Design ssd_scan_decoder_flat, sky130hd; sources not shown.
==> run_1/clock_nets.png <==
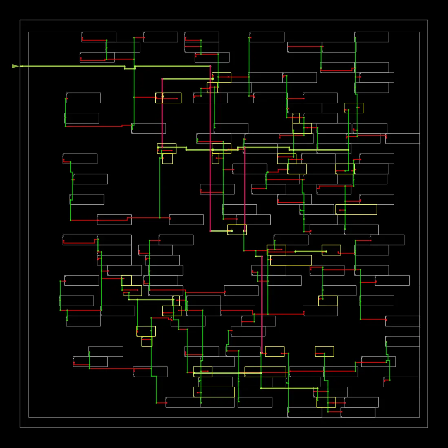
clock insertion delay at the later pin of the skew report: 0.42 ns
clock tree buffer count of the final layout: 22

==> run_1/layers.png <==
Scale: 3 px per micron.
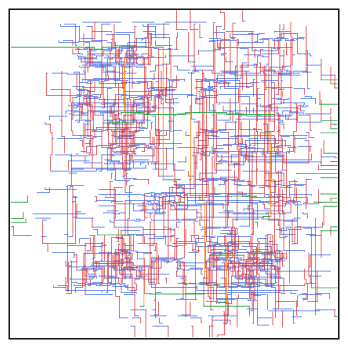
| layer | colour | wire length |
|---|---|---|
| M1 | blue | 4650 microns |
| M4 | orange | 173 microns |
| M2 | red | 4600 microns |
| M3 | green | 431 microns |
drt wl/cell: 14.2 microns
DR vias: 3638
drt total wl: 9850 microns

==> run_1/m2.png <==
Scale: 2 px per micron.
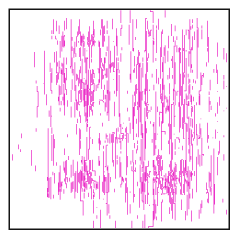
longest straight run: 42.5 microns
share of all routed wire: 47%
GRT met2 Usage: 28.7%

==> results_slide.txt, run 1 <==
Physical Implementation Snapshot

Final timing
  • RSZ-0062 raised after global routing: no
  • Worst slew slack as a fraction of its limit: 54.6%
  • Post-layout period usage: ~80%

Yosys
  • Distinct cell type count of the synthesized netlist: about 59
  • Flops & latches, synth: between 100 and 150
  • Register share after synthesis: between 50% and 60%
  • Adder and majority cell fraction of the synthesized area: less than 1%
  • Chip area from the yosys synthesis statistics: just over 0.005 sq mm
  • Yosys cell count: 484
  • Primary flip-flop cell chosen by synthesis mapping: sky130_fd_sc_hd__dfrtp_1
  • Cell type with the largest total area: sky130_fd_sc_hd__dfrtp_1
  • Post-synthesis mux area share: between 5 and 6%
  • Synthesis Warnings: 0
  • Compound-Gate Fraction of Synth Area: roughly 7.2%
  • Library cell with the highest instance count after synthesis: sky130_fd_sc_hd__dfrtp_1

Die
  • Die Y: 109 microns
  • Core area: 0.0108 sq mm
  • Standard-cell row count: 38
  • Count of pins on the block boundary: 39

Setup path
  • Endpoint class of the critical path: flop
  • Startpoint-to-endpoint class of the critical path: reg2reg
  • Nature of the critical path startpoint: flop
  • CP arrival: around 2.9 ns

GRT
  • Global-route total usage across every layer: 18.3%
  • Largest net degree at the start of global routing: around 68

Clock network
  • Root buffer cell: sky130_fd_sc_hd__clkbuf_8
  • Number of levels the H-tree was split into: 4

Place
  • Number of input and output port buffers inserted: 38
  • Worst slack at placement: 0.556 ns

Hold path
  • Hold Path Depth: 0

Job
  • Number of warnings in the stage logs: 27

Drt
  • First-iteration detailed-routing DRC count: ~200
  • Detailed route wirelength on metal2: 4600 microns
  • Detailed Routing Iterations Pass 1: 4
  • Routed wire length on met3: 431 microns

Run status
  • Result of the run: complete, no violations

Final layout
  • Flip-flop count of the largest register after layout: 20
run 1: layout make-up:
| cell class | instances | area, sq um |
|---|---|---|
| Clock inverter | 10 | 155 |
| Inverter | 17 | 63.8 |
| Tap cell | 140 | 175 |
| Clock buffer | 22 | 290 |
| Timing Repair Buffer | 39 | 405 |
| Sequential cell | 114 | 2850 |
| Multi-Input combinational cell | 334 | 2090 |
| Buffer | 19 | 88.8 |
| Fill cell | 945 | 4710 |
run 1: report_power, final:
part | internal, uW | total, uW | switching, uW | leakage, uW
clock network | 952 | 1520 | 572 | 0.000225
logic | 47.3 | 124 | 76.3 | 0.00105
registers | 1510 | 1530 | 18.6 | 0.00150
run 1: critical path, stage by stage (launching register included):
cell                      delay, ns
sky130_fd_sc_hd__dfrtp_1       0.40
sky130_fd_sc_hd__ha_1          0.21
sky130_fd_sc_hd__and3_1        0.17
sky130_fd_sc_hd__ha_1          0.13
sky130_fd_sc_hd__nor2_1        0.05
sky130_fd_sc_hd__a21o_1        0.19
sky130_fd_sc_hd__nor4_2        0.64
sky130_fd_sc_hd__nand3_1       0.29
sky130_fd_sc_hd__mux2_2        0.34
run 1: layer usage:
metal  vias up  track usage [%]
li1       1770                -
met1      1763             23.6
met4         0             8.59
met2        90             28.7
met3        15             5.16
met5         -                0
run 1: stage by stage:
stage                     power [uW]  cell area, sq um  std cells  hold slack [ns]  TNS (ns)
after floorplan                 1610              5100        484            0.331         0
after global placement          1670              5660        662            0.334   -338.81
after detailed placement        1680              5680        663            0.335         0
after CTS                       3220              6130        695            0.350         0
after global routing            3310              6130        695            0.367         0
final                           3180              6130        695            0.349         0
--- run 2 (diff from run 1) ---
==> constraint.sdc (replaced) <==
create_clock -name clk -period 2.4 [get_ports clk]
set_input_delay 0.6 -clock clk [delete_from_list [all_inputs] [get_ports clk]]
set_output_delay 0.6 -clock clk [all_outputs]
set_load 0.02 [all_outputs]
==> run 2 against run 1 <==
  * Cell count up 1.3%
  * Maximum frequency rose by 8.9%
  * Sequential share of layout area down 1.6 points
  * Global-route usage is 0.051 points higher
  * Worst setup slack got worse by 0.49 ns
  * Via count up 0.80%
  * Count of clock-buffer cells in the layout stayed put
  * Die size unchanged
  * Largest cell class unchanged
  * Largest power group unchanged
  * Highest routed layer unchanged
==> results_slide.txt, run 2 <==
Physical Implementation Snapshot

Final timing
  • Setup-violating endpoint count in the final report: 0
  • Worst hold slack after final layout: roughly 0.19 ns
  • RSZ-0062 raised after global routing: yes
  • Maximum clock frequency: between 0.4 and 0.5 GHz
  • Setup Skew: 0.0126 ns
  • Worst slew slack as a fraction of its limit: between 50% and 60%
  • Post-layout period usage: 97.4%
  • Max Slew Vio Count: 0
  • Post-Route Setup TNS: 0 ns

Yosys
  • Register share after synthesis: a little under three fifths
  • Chip area from the yosys synthesis statistics: 0.00510 sq mm
  • Adder and majority cell fraction of the synthesized area: less than 1%
  • Distinct cell type count of the synthesized netlist: between 50 and 60
  • Syn avg cell area: 10.5 sq um
  • Post-synthesis mux area share: between 5 and 6%
  • Flops & latches, synth: roughly 110
  • Primary flip-flop cell chosen by synthesis mapping: sky130_fd_sc_hd__dfrtp_1
  • Compound-Gate Fraction of Synth Area: 7.24%
  • Synthesis Warnings: 0
  • Library cell with the highest instance count after synthesis: sky130_fd_sc_hd__dfrtp_1
  • Cell type with the largest total area: sky130_fd_sc_hd__dfrtp_1
  • Number of instances in the synthesized netlist: a little under 500
  • Area share, top type: ~56%
  • Yosys cell count: slightly below 500
  • Synthesized net count: roughly 500
  • Number of flops mapped to enable cells by yosys: 0

Final layout
  • Summed area of non-filler cells in the final layout: between 0.006 and 0.007 sq mm
  • Final core utilization: between 50 and 60%
  • Most numerous logic cells after layout: 111 x sky130_fd_sc_hd__dfrtp_1, 92 x sky130_fd_sc_hd__nand2_1, 38 x sky130_fd_sc_hd__nor2_1, 37 x sky130_fd_sc_hd__clkdlybuf4s50_1, 24 x sky130_fd_sc_hd__mux2_2
  • Final standard cell count with taps included and fillers excluded: a little over 700
  • Layout Nets: about 570
  • Area growth syn-to-layout: 24.5%
  • Flip-flop count of the largest register after layout: 20

Job
  • Number of warnings in the stage logs: 29

Place
  • Worst slack at placement: -0.144 ns
  • Post-detailed-placement cell area: approximately 0.0057 sq mm
  • Number of instances in the placed design: ~660
  • Number of input and output port buffers inserted: 38

Setup path
  • Depth of the worst register-to-register path: 9
  • Crit path required time: 2.70 ns
  • Startpoint-to-endpoint class of the critical path: reg2reg
  • Endpoint class of the critical path: flop
  • Register-to-register setup slack: around 0.063 ns
  • CP arrival: between 2 and 3 ns
  • Nature of the critical path startpoint: flop

Drt
  • Detailed Routing Iterations Pass 1: 4
  • Drt wl/cell: 14.4 microns
  • Routed vias/inst: approximately 5.2
  • First-iteration detailed-routing DRC count: between 150 and 200

Clock network
  • Root buffer cell: sky130_fd_sc_hd__clkbuf_8
  • CTS tree: done
  • Number of levels the H-tree was split into: 4
  • Clock insertion delay at the later pin of the skew report: 0.43 ns
  • Total clock sinks: approximately 110
  • Number of hold-repair buffers added at the cts stage: 0

Die
  • Die Y: between 100 and 150 microns
  • Count of pins on the block boundary: 39
  • X dimension of the die: 109 microns
  • Core area: ~0.011 sq mm
  • Standard-cell row count: 38

GRT
  • Global-route total usage across every layer: between 10% and 20%
  • Number of global-route vias before repair: between 3000 and 4000
  • Initial antenna violation count: 0
  • Largest net degree at the start of global routing: 68

Power and ir drop
  • Peak supply drop: ~0.00034 V
  • Leakage power figure: between 0.002 and 0.003 uW
  • Total power after layout: 4120 uW

Run status
  • Result of the run: complete, no violations

Hold path
  • Class of the tightest hold or removal check: in2async
[run 2: netlist changes by cell type in the layout (fill, tap and decap cells not counted), sizes merged]
cell	previous run	this run
clkbuf	32	31
buf	11	21
[run 2: area by class of cell]
cell class | instances | area [sq um]
fillers | 909 | 4490
clock inverters | 10 | 155
flip-flops and latches | 114 | 2860
multi-input cells | 334 | 2230
plain buffers | 18 | 91.3
well taps | 140 | 175
inverters | 17 | 66.3
clock buffers | 22 | 290
repair buffers | 49 | 480
[run 2: report_power, final]
part	internal (uW)	switching [uW]	total [uW]
clock network	1230	748	1980
logic	62.1	102	164
registers	1950	24.1	1980
[run 2: what timing repair did]
action,4_1_cts,5_1_grt
gates resized,4,37
pin swaps,0,11
gates cloned,0,0
buffers inserted,0,11
endpoints found under the setup margin,47,46
[run 2: cell families (layout without fill, tap and decap cells)]
family | Yosys count | after routing
flip-flops | 114 | 114
adder cells (fa/ha/maj) | 4 | 4
buffers and inverters | 36 | 116
AND-OR/OR-AND | 49 | 49
XOR/XNOR | 33 | 33
AND/OR/NAND/NOR | 221 | 221
multiplexers | 27 | 27
[run 2: routing by layer]
layer,vias up,wire length [microns],track usage [%]
li1,1782,-,-
met2,91,4790,28.7
met3,18,450,5.16
met4,0,184,8.59
met1,1776,4730,23.7
met5,-,0,0
[run 2: worst max-delay path, stage by stage, from the launching register on]
cell and delay (ns):
sky130_fd_sc_hd__dfrtp_2 0.45, sky130_fd_sc_hd__inv_4 0.09, sky130_fd_sc_hd__ha_4 0.12, sky130_fd_sc_hd__nor4b_4 0.17, sky130_fd_sc_hd__nand4b_1 0.19, sky130_fd_sc_hd__nor4_4 0.36, sky130_fd_sc_hd__and3_4 0.24, sky130_fd_sc_hd__o2111ai_4 0.15
sky130_fd_sc_hd__o31ai_4 0.30, sky130_fd_sc_hd__o21ai_1 0.11
==> run_2/m3.png <==
Scale: 2 px per micron. Cells faint in the background.
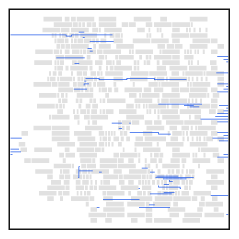
share of all routed wire: 4.4%
wire length on this layer: 451 microns
nets with wire on the layer: 48
main direction: horizontal
DR vias: 3667
drt total wl: 10200 microns

==> run_2/clock_nets.png <==
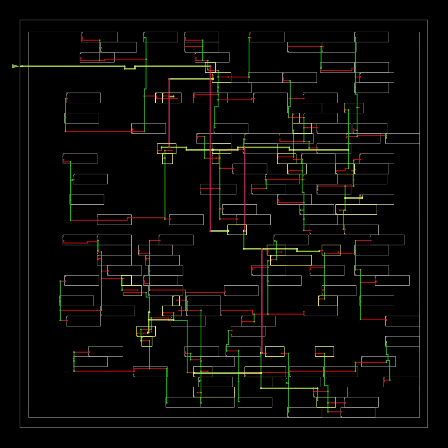
cts bufs inserted: 17
clock distribution power: 1980 uW

Power and IR drop assume default switching activity.
